==> config.mk <==
export PLATFORM = sky130hd
export DESIGN_NAME = uart_tx_fifo
export DESIGN_NICKNAME = d
export VERILOG_FILES = /design/src/rtl/uart_tx_fifo.sv
export SDC_FILE = /design/constraint.sdc
export NUM_CORES = 1
export LEC_CHECK = 0
export CORE_UTILIZATION = 35
export DETAILED_ROUTE_END_ITERATION = 10
export HOLD_SLACK_MARGIN = 0.12
export PLACE_DENSITY_LB_ADDON = 0.1
export SLEW_MARGIN = 0
export SYNTH_ARGS = -nofsm -noshare
export SYNTH_HDL_FRONTEND = slang
export SYNTH_SLANG_ARGS = --single-unit
export TNS_END_PERCENT = 100
==> constraint.sdc <==
create_clock -name clk -period 3 [get_ports clk]
set_input_delay 0.6 -clock clk [delete_from_list [all_inputs] [get_ports clk]]
set_output_delay 0.6 -clock clk [all_outputs]
set_load 0.01 [all_outputs]
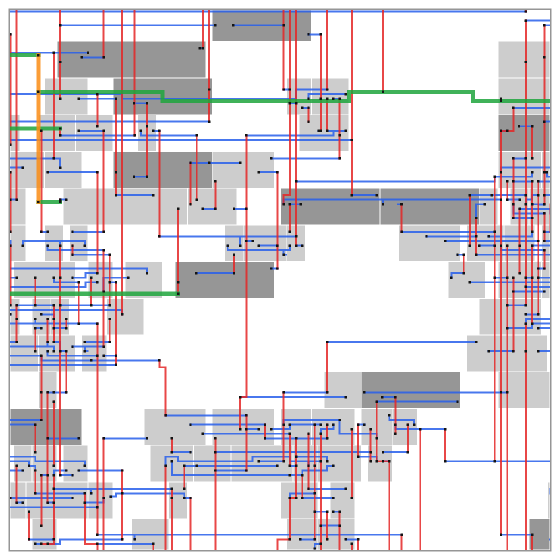
zoom.png
Window x 37 to 77, y 14 to 54 um. Cells in gray, sequential cells in the stronger gray; small squares are vias.
color	layer
orange	met4
red	met2
blue	met1
green	met3
most frequent	nor2_1 (10), buf_4 (10), dfxtp_1 (9)
cells with their middle in the window	76
sequential cells in the window	10

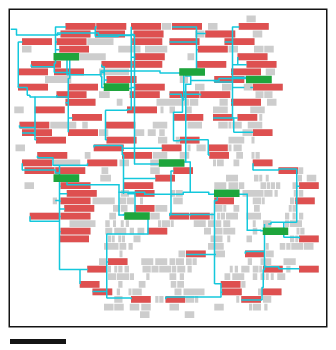
clock_map.png
Scale bar: 20 um.
[red] flip-flops | count: 98
[green] cells driving clock nets | count: 9
[cyan] clock wires | length: 1230 um
routed clock nets	10
flops lie	spread over the die
Clk pwr share: 28.4%
Clock group: 1.19 mW

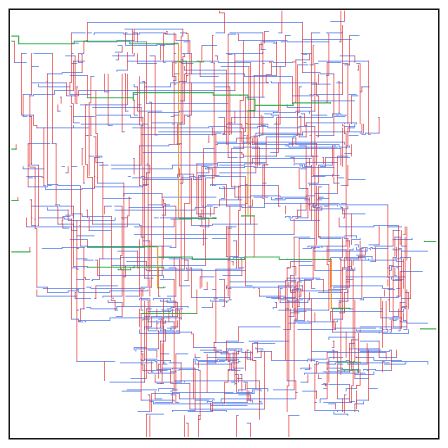
metal_stack.png
color	layer	wire length
orange	met4	97.9 um
blue	met1	4070 um
green	met3	280 um
red	met2	4150 um
final WL: 8600 um
Tot GR Track Use: 14.6%

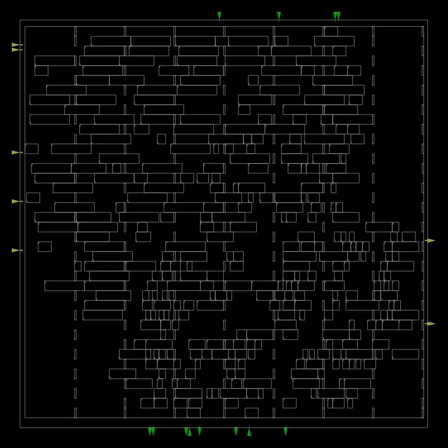
final_placement.png
Tapcells: 168
flop count: 98
core box area: 12100 um2

==> notes.md <==
run results: status=complete, no violations, comb area leader=simple AND/OR/NAND/NOR gates, Adder Area Share=4.04%, largest net degree at the start of global routing=30, worst-margin pin slew=622 ps, synthesized net count=340, post-layout util=42.2%, Synth mux share=9.55%, synthesized area=between 4000 and 5000 um2, register area=2600 um2, deepest clock path buffer count=2, max_slew headroom=58.5%, invs w/o clock=2, Leakage=1.71 nW, Clock buffers and inverters, area share=6.03%, Clock Root Buffer=clkbuf_16, slowest CP cell=clkdlybuf4s50_1, die area=between 10000 and 15000 um2, Placed Instances=502, CP max stage delay=520 ps, ys flops=98, Syn-to-layout area delta=17.2%, Synth area leaders=edfxtp_1, dfxtp_1, mux4_1, ha_1, mux2i_1, I/O pin cnt=19, post-synth cell types=51, Worst path depth=3, most used logic cell in the final layout=edfxtp_1, Tool Warnings=32, Reg2Reg Depth=11, EDFF count, synth=64, number of flip-flops in the largest register=~64, top_reg_cell synth=edfxtp_1, final hold slack=455 ps, # clk buffers=9, crit path kind=reg2out, Comb gates=approximately 200, yosys stat cell total=315, Resized cells post-CTS=0, yosys simple share=a little over an eighth, Max Transition Viols Final=0, vias in the first global route=2501, hold path depth=1, cell family with most CP delay=simple AND/OR/NAND/NOR gates, cts hold-fix bufs=0, number of max-cap violations=0, Routability Congestion=0.768, crit start category=register, FMAX=roughly 0.38 GHz, Worst Clk Skew=6.17 ps, initial DRC count=112, Syn. warnings=0, crit path DRT=2400 ps, crit-path max FO=8, area of the multi-input gates=between 1500 and 2000 um2, IO buf count=18, unrepaired setup endpoints after global routing=false, DP HPWL=slightly below 6000 um, Non-clock buffers, area share=5.61%, CTS buffer count=9, initial antenna violation count=0, hold crit path type=reg2reg, Site Rows=~40, PD cells=a little over 800 nW/um2, R2R setup slack=430 ps, leading area contributor after synthesis=edfxtp_1, mean area per synthesized cell=13.8 um2, Die Span X=roughly 110 um, most frequent logic cells in the routed design=edfxtp_1, dfxtp_1, nor2_1, post-synthesis async set-or-reset flop share=0%, Pwr Total=4.20 mW, # DRC=0, WP buf/inv=1, Signal buffers=32, Post-CTS Setup Bufs=0, Clock transition at path regs=70 ps, filler cell count=1119, Final Critical Period=2610 ps, GRT Residual Overflow=0, YS chip area=4340 um2, xor/xnor share=2.42%, non-filler cells, final=518, nets=about 370, Vias/cell=~5, CTS tree=built, pre-CTS WS=about 410 ps, Max-area cell class=sequential cells, vertical die size=113 um, ant diodes=0, Final setup viols=0, Top-area cell share=between 40% and 50%, worst endpoint data arrival time=2010 ps, register share after synthesis=60.0%, TNS Setup=0 ps, fp_density=36.0%, DRT Pass-1 Iters=4, post-route cell area=5090 um2, cell count after synthesis=~320, crit end category=primary output, cell-by-cell listing of the critical path=nor4_4 > nand2_1 > clkdlybuf4s50_1, Routed Antenna Nets=0, period utilization=87.1%, sequential share of cell area=51.2%, Worst VDD drop=0.000323 V, routed len/inst=16.6 um, logic share of the area=32.9%, Skew-Pair Late Insertion Delay=~350 ps, ao+oa area frac=8.80%, via count=about 2600, H-tree levels=3, layout cell share with drive strength beyond 1=between 10% and 20%, TritonCTS Sinks=98, placed inst area=4780 um2, first-pass GRT wire length=13700 um, final hold viol count=0, Setup WS post-layout=386 ps
report_power, final:
group / internal [mW] / switching [mW] / leakage (nW)
registers: 1.57 / 0.148 / 0.856
clock network: 0.663 / 0.531 / 0.153
logic: 0.594 / 0.700 / 0.701
layer usage:
metal	up-vias	routed length (um)	global-route usage (%)
met5	-	0	0
met4	0	97	5.00
met3	9	279	4.50
met2	30	4150	23.4
met1	1276	4070	18.8
li1	1264	-	-
synth_stat cells, drive strengths merged (3+ instances only):
master / number
nand3b: 3
xor2: 8
dfxtp: 34
nand2: 16
buf: 8
mux2i: 14
nor3: 15
clkbuf: 5
edfxtp: 64
ha: 14
a21oi: 13
mux4: 10
o21ai: 10
xnor2: 4
and3: 3
nor4: 3
nand2b: 10
nor2: 34
a221oi: 12
nand3: 8
and2: 3
Power is estimated from default activity; no workload was simulated.
